$ cat src/rtl/decoder_pkg.sv
// Shared types and widths for the 2-to-4 streaming decoder.
package decoder_pkg;

  localparam int CODE_W = 2;
  localparam int OUT_W  = 4;

  // Occupancy of the output register plus skid register pair
  typedef enum logic [1:0] {
    EMPTY = 2'd0,
    ONE   = 2'd1,
    TWO   = 2'd2
  } state_e;

  // One-hot decode of a binary code; a disabled decode yields an all-zero word
  function automatic logic [OUT_W-1:0] decode2x4(input logic [CODE_W-1:0] code,
                                                 input logic              en);
    logic [OUT_W-1:0] result;
    result = '0;
    if (en) begin
      result[code] = 1'b1;
    end
    return result;
  endfunction

endpackage

$ cat src/rtl/decoder_2x4_core.sv
// Pure combinational 2-to-4 decoder with enable.
module decoder_2x4_core
  import decoder_pkg::*;
(
  input  logic [CODE_W-1:0] code_i,
  input  logic              en_i,
  output logic [OUT_W-1:0]  onehot_o
);

  // Decode the incoming code into its one-hot word
  always_comb begin
    onehot_o = decode2x4(code_i, en_i);
  end

endmodule

$ cat src/rtl/decoder_2x4_stream.sv
// Streaming 2-to-4 decoder: valid/ready input, one-cycle latency, output
// register plus one skid register so in_ready never depends on out_ready
// combinationally.
// Optional feature: define DEC_CNT_EN to add the xfer_cnt accepted-input
// counter port (CNT_W bits, wrapping).
module decoder_2x4_stream
  import decoder_pkg::*;
#(
  parameter int CNT_W = 8
) (
  input  logic              clk,
  input  logic              rst_n,
  input  logic              in_valid,
  output logic              in_ready,
  input  logic [CODE_W-1:0] in_code,
  input  logic              in_en,
  output logic              out_valid,
  input  logic              out_ready,
  output logic [OUT_W-1:0]  out_onehot
`ifdef DEC_CNT_EN
  ,
  output logic [CNT_W-1:0]  xfer_cnt
`endif
);

  state_e            state_q;
  state_e            state_d;
  logic [OUT_W-1:0]  outData_q;
  logic [OUT_W-1:0]  outData_d;
  logic [OUT_W-1:0]  skidData_q;
  logic [OUT_W-1:0]  skidData_d;
  logic              inReady_q;
  logic              inReady_d;
  logic [OUT_W-1:0]  decoded;
  logic              inXfer;
  logic              outXfer;

  decoder_2x4_core u_core (
    .code_i   (in_code),
    .en_i     (in_en),
    .onehot_o (decoded)
  );

  assign inXfer     = in_valid & inReady_q;
  assign outXfer    = out_valid & out_ready;
  assign in_ready   = inReady_q;
  assign out_valid  = (state_q != EMPTY);
  assign out_onehot = out_valid ? outData_q : '0;

  // Next-state and datapath moves for the output/skid register pair
  always_comb begin
    state_d    = state_q;
    outData_d  = outData_q;
    skidData_d = skidData_q;
    case (state_q)
      EMPTY: begin
        if (inXfer) begin
          state_d   = ONE;
          outData_d = decoded;
        end
      end
      ONE: begin
        if (inXfer && outXfer) begin
          outData_d = decoded;
        end else if (inXfer) begin
          state_d    = TWO;
          skidData_d = decoded;
        end else if (outXfer) begin
          state_d = EMPTY;
        end
      end
      TWO: begin
        if (outXfer) begin
          state_d   = ONE;
          outData_d = skidData_q;
        end
      end
      default: begin
        state_d = EMPTY;
      end
    endcase
    inReady_d = (state_d != TWO);
  end

  // State, data and registered ready; reset discards any held codes
  always_ff @(posedge clk or negedge rst_n) begin
    if (!rst_n) begin
      state_q    <= EMPTY;
      outData_q  <= '0;
      skidData_q <= '0;
      inReady_q  <= 1'b1;
    end else begin
      state_q    <= state_d;
      outData_q  <= outData_d;
      skidData_q <= skidData_d;
      inReady_q  <= inReady_d;
    end
  end

`ifdef DEC_CNT_EN
  logic [CNT_W-1:0] xferCnt_q;

  // Count accepted input codes, wrapping naturally at the counter width
  always_ff @(posedge clk or negedge rst_n) begin
    if (!rst_n) begin
      xferCnt_q <= '0;
    end else if (inXfer) begin
      xferCnt_q <= xferCnt_q + CNT_W'(1);
    end
  end

  assign xfer_cnt = xferCnt_q;
`else
  if (CNT_W < 1) begin : g_bad_cnt_w
    $error("CNT_W must be at least 1");
  end
`endif

endmodule

$ cat config.mk
export PLATFORM = sky130hd
export DESIGN_NAME = decoder_2x4_stream
export DESIGN_NICKNAME = d
export VERILOG_FILES = /design/src/rtl/decoder_pkg.sv /design/src/rtl/decoder_2x4_core.sv /design/src/rtl/decoder_2x4_stream.sv
export SDC_FILE = /design/constraint.sdc
export NUM_CORES = 1
export LEC_CHECK = 0
export CAP_MARGIN = 20
export CORE_AREA = 2 2 47 45
export CTS_CLUSTER_DIAMETER = 30
export CTS_CLUSTER_SIZE = 10
export DETAILED_ROUTE_END_ITERATION = 7
export DIE_AREA = 0 0 49 47
export PLACE_DENSITY_LB_ADDON = 0.08
export SETUP_SLACK_MARGIN = 0.2
export SYNTH_ARGS = -nofsm -noshare
export SYNTH_HDL_FRONTEND = slang
export SYNTH_SLANG_ARGS = --single-unit
$ cat constraint.sdc
create_clock -name clk -period 4.55 [get_ports clk]
set_input_delay 0.6825 -clock clk [delete_from_list [all_inputs] [get_ports clk]]
set_output_delay 0.6825 -clock clk [all_outputs]
set_load 0.1 [all_outputs]
### Cell classes on the final placement, run 1

Scale bar: 10 microns. Fill, decap, tap and diode cells in grey.
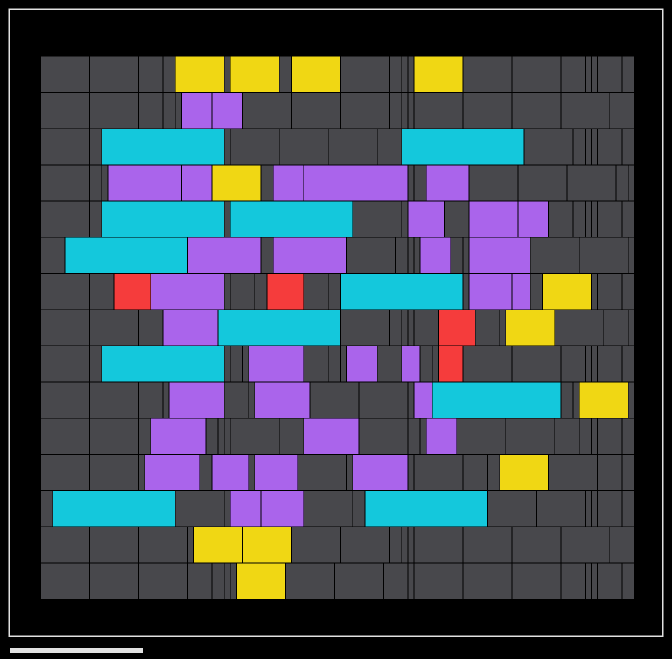
remaining logic cells -> purple  # cells 33
registers -> cyan  # cells 11
remaining buffers and delay cells -> yellow  # cells 12
clock drivers and dummy loads -> red  # cells 4
post-layout instance area: 767 sq um
total number of placement rows: 15
Core ar.: 1820 sq um

### Where the registers sit, run 1

Other sequential cells in the stronger grey, the rest of the logic in the fainter grey.
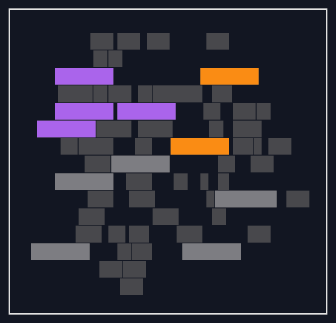
outData_q -> purple  # sequential cells 4
state_q -> orange  # sequential cells 2
not coloured = 5
flip-flop and latch share of the layout cell area: 0.361
Post-Route Utilization: 0.421
sequential power: 154 uW
register cell area after layout: 277 sq um

### Power grid, run 1

Pins as bars on the die edge.
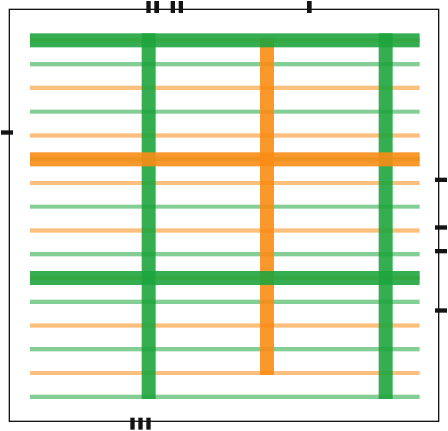
VDD -> orange
VSS -> green
signal pins = 13
met1 rails = 16
rows = 15
Die H: 47 microns
Die Width: 49 microns
IR drop worst, VDD: 0.277 mV

### Clock wiring as the flow saved it, run 1

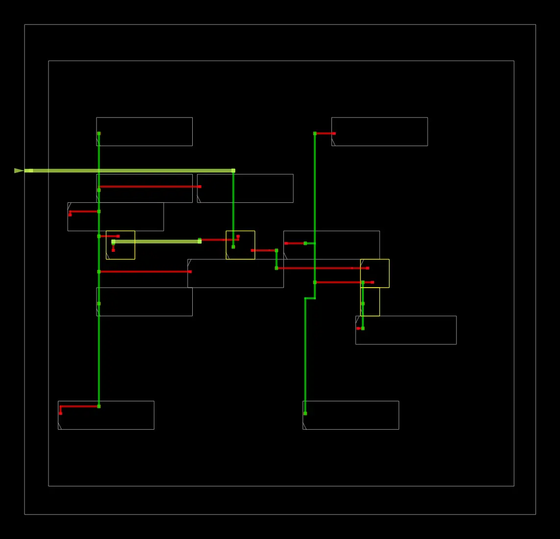
number of clock buffers inserted by TritonCTS: 3
power attributed to the clock group: 65.3 uW
registers: 11
clock latency reported for the late side of the worst-skew pair: 260 ps

==> Flow_metrics.wiki, run 1 <==
== Run summary ==
{| class="wikitable"
! Metric !! Value
|-
| Synth warn || 0
|-
| Critical hold path startpoint || skidData_q[0]$_DFFE_PN0P_
|-
| Critical path endpoint category || output pin
|-
| Pins over their slew limit || 0
|-
| Global-route wire length before repair || 1660 microns
|-
| Share of the synthesized area in the top cell type || 0.422
|-
| Post-CTS Setup Inserts || 0
|-
| Tightest slew margin relative to the limit || 0.352
|-
| Antenna diodes || 0
|-
| Cell leakage power || 0.349 nW
|-
| Run status || finished clean
|-
| Minimum setup slack among reg-to-reg paths || 2920 ps
|-
| Footprint of the multi-input gates || 312 sq um
|-
| Cell with the most instances after synthesis || sky130_fd_sc_hd__dfrtp_1
|-
| CTS tree || yes
|-
| Gr ovfl total || 0
|-
| Post-cts hold buffer count || 0
|-
| Total routed wirelength || 977 microns
|-
| Final sum of negative setup slack || 0 ps
|-
| Register clock-pin slew on the reported worst setup and hold paths || 70 ps
|-
| Transition time of the tightest slew-check pin || 969 ps
|-
| Critical Path Max Stage Delay || 1120 ps
|-
| Total power density per cell area || 636 nW/um^2
|-
| Final clock period utilization by the worst path || 0.646
|-
| Logic inverters || 0
|-
| Hold endpoint || skidData_q[0]$_DFFE_PN0P_
|-
| Critical register-to-register path startpoint || in_ready$_DFF_PN1_
|-
| CP endpoint || out_onehot[2]
|-
| Filler-free cell count of the finished design || 85
|-
| Number of detailed-route iterations in the first pass || 2
|-
| Hold Path Cell Cnt || 1
|-
| Wire per inst || 11.5 microns
|-
| Share of synthesized area spent on multiplexers || 0.270
|-
| DP Wirelength || 749 microns
|-
| Max Root-Sink Buffers || 2
|-
| Share of synthesized registers carrying an async set or reset || 1.00
|-
| Flip-flop and latch count after synthesis || 11
|-
| Proportion of cell area occupied by multi-input gates || 0.406
|-
| Max-cap violations || 0
|-
| Combined area of all synthesized cells || 593 sq um
|-
| Clock buffer instance count of the final layout || 3
|-
| Final setup vio count || 0
|-
| Root Driver || sky130_fd_sc_hd__clkbuf_4
|-
| Number of port buffers || 12
|-
| Combined global-route utilization of all metal layers || 0.0989
|-
| Ports || 13
|-
| Tool warnings || 26
|-
| Fraction of layout cells with a size suffix above 1 || 0.333
|-
| Post-synthesis share of cell area spent on xor and xnor gates || 0
|-
| Number of well taps || 25
|-
| CP top delay family || buffers and inverters
|-
| Sequential element share of the synthesized area || 0.466
|-
| Area overhead of the layout relative to synthesis || 29.3%
|-
| Number of antenna violations at the first check in global routing || 0
|-
| Count of placed standard cells including taps || 81
|-
| Cells in synth_stat.txt || 45
|-
| Detail Route Antenna Nets || 0
|-
| Routability Congestion || 0.696
|-
| Crit-path slowest cell || sky130_fd_sc_hd__clkdlybuf4s50_1
|-
| Worst reg2reg path depth || 3
|-
| Count of cell instances traversed by the critical path || 3
|-
| DR vias || 394
|-
| Number of clock sinks || 11
|-
| Largest family of logic cells by area || multiplexers
|-
| Commonest cells after routing, fill and taps aside || sky130_fd_sc_hd__clkdlybuf4s50_1, sky130_fd_sc_hd__dfrtp_1, sky130_fd_sc_hd__mux2_2
|-
| Critical path buffers and inverters || 1
|-
| Clk tree area frac || 0.0359
|-
| Top cells by instance count after synthesis || sky130_fd_sc_hd__dfrtp_1, sky130_fd_sc_hd__mux2_2, sky130_fd_sc_hd__and2_1, sky130_fd_sc_hd__mux2_4
|-
| Average vias per placed instance || 4.64
|}
-- run 1: power breakdown --
group	internal [mW]	leakage (nW)	switching, mW
logic	0.0941	0.187	0.175
registers	0.134	0.144	0.0197
clock network	0.0325	0.0177	0.0329
total	0.261	0.349	0.227
-- run 1: routing by layer --
layer	share of wire	global-route usage	up-vias	routed length (microns)
met5	0	0	-	0
met4	0	0.0171	0	0
met3	0.061	0.0573	0	60
met2	0.51	0.173	7	497
met1	0.43	0.109	194	420
li1	-	-	193	-
-- run 1: metrics by stage --
stage               setup WS [ps]  instance area (sq um)  total power [mW]  hold WS (ps)   util
global placement             1910                    739             0.428           486  0.406
global route                 1480                    767             0.516           528  0.421
finish                       1610                    767             0.488           507  0.421
floorplan                    2060                    593             0.375           387      -
CTS                          1580                    767             0.497           514  0.421
detailed placement           1890                    739             0.427           491  0.406
==> inputs of run 2 (changes only) <==
==> constraint.sdc (replaced) <==
create_clock -name clk -period 2.7 [get_ports clk]
set_input_delay 0.405 -clock clk [delete_from_list [all_inputs] [get_ports clk]]
set_output_delay 0.405 -clock clk [all_outputs]
set_load 0.1 [all_outputs]
### Cell classes on the final placement, run 2

Scale bar: 10 microns. Fill, decap, tap and diode cells in grey.
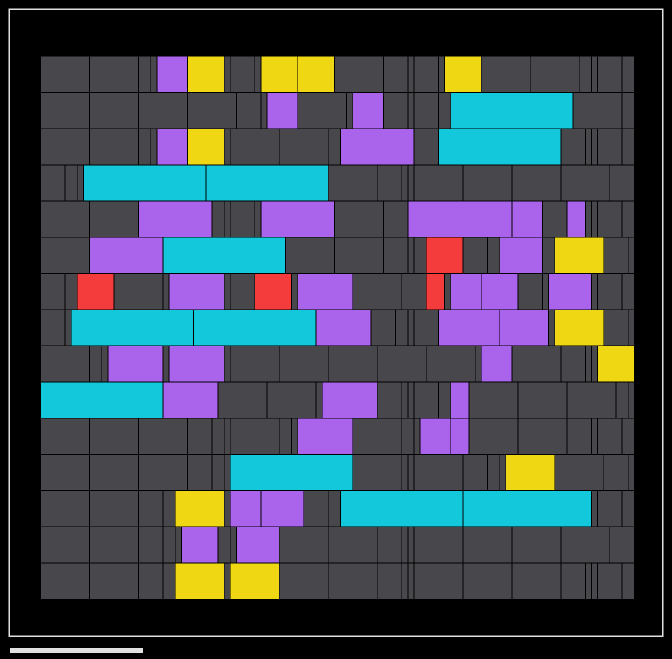
clock drivers and dummy loads -> red  # cells 4
remaining logic cells -> purple  # cells 33
remaining buffers and delay cells -> yellow  # cells 12
registers -> cyan  # cells 11
post-layout instance area: 751 sq um
Post-Route Utilization: 0.412
flip-flop and latch share of the layout cell area: 0.368

==> run 2 against run 1 <==
  * Sequential power is 69% higher
  * Clock power is 73% higher
  * Cell count stayed put
  * Clock skew hardly changed
  * Die size stayed put
  * Utilization is 0.89 points lower
  * Via count is 2.3% lower
  * First-iteration DRC count stayed put
  * Hold slack worse by 34 ps
  * Synthesized cell count stayed put
  * Register-to-register slack worse by 1800 ps
==> Flow_metrics.wiki, run 2 <==
== Run summary ==
{| class="wikitable"
! Metric !! Value
|-
| Total power density per cell area || 1090 nW/um^2 (+71%)
|-
| Number of nets at floorplan || 52
|-
| Share of the synthesized area in the top cell type || 0.422 (unchanged)
|-
| Sequential element share of the synthesized area || 0.466 (unchanged)
|-
| Transition time of the tightest slew-check pin || 510 ps (-459 ps)
|-
| Post-synthesis share of cell area spent on xor and xnor gates || 0 (unchanged)
|-
| Die H || 47 microns (unchanged)
|-
| Cell with the most instances after synthesis || sky130_fd_sc_hd__dfrtp_1
|-
| Routability Congestion || 0.616 (-11%)
|-
| IR drop worst, VDD || 0.429 mV (+55%)
|-
| Root Driver || sky130_fd_sc_hd__clkbuf_4
|-
| Standard cell area after detailed placement || 724 sq um (-2.0%)
|-
| Crit-path slowest cell || sky130_fd_sc_hd__dfrtp_1
|-
| Flip-flop and latch count after synthesis || 11 (unchanged)
|-
| Final sum of negative setup slack || 0 ps (unchanged)
|-
| Number of clock sinks || 11 (unchanged)
|-
| DR vias || 385 (-2.3%)
|-
| Average vias per placed instance || 4.53 (-2.3%)
|-
| Final setup vio count || 0 (unchanged)
|-
| Global-route wire length before repair || 1830 microns (+10%)
|-
| Max Root-Sink Buffers || 2 (unchanged)
|-
| Synth warn || 0 (unchanged)
|-
| Count of placed standard cells including taps || 81 (unchanged)
|-
| WHS || 473 ps (-34.3 ps)
|-
| Critical path endpoint category || output pin
|-
| Share of synthesized area spent on multiplexers || 0.270 (unchanged)
|-
| Largest family of logic cells by area || multiplexers
|-
| CP top delay family || simple AND/OR/NAND/NOR gates
|-
| Gr ovfl total || 0 (unchanged)
|-
| Core ar. || 1820 sq um (unchanged)
|-
| Register clock-pin slew on the reported worst setup and hold paths || 70 ps (about the same)
|-
| Post-CTS Setup Inserts || 0 (unchanged)
|-
| Combined global-route utilization of all metal layers || 0.114 (+0.0150)
|-
| Number of distinct library cell variants in the gate-level netlist after synthesis || 21
|-
| Minimum setup slack among reg-to-reg paths || 1080 ps (-1840 ps)
|-
| Critical register-to-register path startpoint || in_ready$_DFF_PN1_
|-
| Detail Route Antenna Nets || 0 (unchanged)
|-
| Tool warnings || 26 (unchanged)
|-
| Pwr Total || 817 uW (+67%)
|-
| Run status || finished clean
|-
| CP endpoint || out_onehot[2]
|-
| Share of synthesized registers carrying an async set or reset || 1.00 (unchanged)
|-
| Tightest slew margin relative to the limit || 0.659 (+0.307)
|-
| Final clock period utilization by the worst path || 0.689
|-
| CTS tree || yes
|-
| Total routed wirelength || 1060 microns (+8.1%)
|-
| Fraction of layout cells with a size suffix above 1 || 0.417 (+0.0833)
|-
| Number of detailed-route iterations in the first pass || 3 (+1)
|-
| Clock latency reported for the late side of the worst-skew pair || 270 ps (about the same)
|-
| Max-cap violations || 0 (unchanged)
|-
| Critical Path Max Stage Delay || 440 ps (-680 ps)
|-
| Cell leakage power || 0.354 nW (+1.6%)
|-
| Setup ws final || 840 ps (-771 ps)
|-
| Combined area of all synthesized cells || 593 sq um (unchanged)
|-
| Count of cell instances traversed by the critical path || 3 (unchanged)
|-
| Commonest cells after routing, fill and taps aside || sky130_fd_sc_hd__dfrtp_1, sky130_fd_sc_hd__mux2_2, sky130_fd_sc_hd__clkdlybuf4s50_1, sky130_fd_sc_hd__buf_4
|-
| Antenna diodes || 0 (unchanged)
|-
| Pins over their slew limit || 0 (unchanged)
|-
| Cells in synth_stat.txt || 45 (unchanged)
|-
| Number of port buffers || 12 (unchanged)
|-
| Wire per inst || 12.4 microns (+8.1%)
|-
| Post-cts hold buffer count || 0 (unchanged)
|-
| Worst reg2reg path depth || 3 (unchanged)
|-
| Ports || 13 (unchanged)
|-
| Die Width || 49 microns (unchanged)
|-
| Total number of placement rows || 15 (unchanged)
|-
| DRC viols || 0
|-
| Critical path buffers and inverters || 1 (unchanged)
|-
| Area overhead of the layout relative to synthesis || 26.6%
|}
### Logic cells by family, run 2

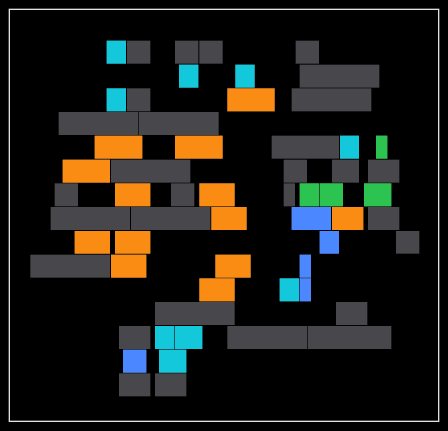
mux cells -> orange  # cells 13, where middle
nor cells -> blue  # cells 5
nand cells -> green  # cells 4, where right middle
and/or cells -> cyan  # cells 9
most numerous logic cell after layout: sky130_fd_sc_hd__dfrtp_1
filler-free cell count of the finished design: 85
proportion of cell area occupied by multi-input gates: 0.415

run 2: cell counts after synthesis:
Identical to the previous run, type by type.
run 2: report_power, final:
part	total (mW)	internal, mW	switching, mW	leakage [nW]
clock	0.113	0.0572	0.0553	0.0150
sequential	0.261	0.226	0.0345	0.144
combinational	0.443	0.149	0.295	0.196
run 2: layer usage:
layer | global-route usage | routed length (microns)
met3 | 0.0637 | 63
met1 | 0.135 | 477
met5 | 0 | 0
met4 | 0.0343 | 7
met2 | 0.181 | 508
run 2: layout make-up:
cell class | instances | area, sq um | share of cell area
multi-input cells | 33 | 312 | 0.415
flip-flops and latches | 11 | 277 | 0.368
repair buffers | 12 | 105 | 0.140
well taps | 25 | 31.3 | 0.0417
clock buffers | 4 | 26.3 | 0.0350
Power and IR drop assume default switching activity.
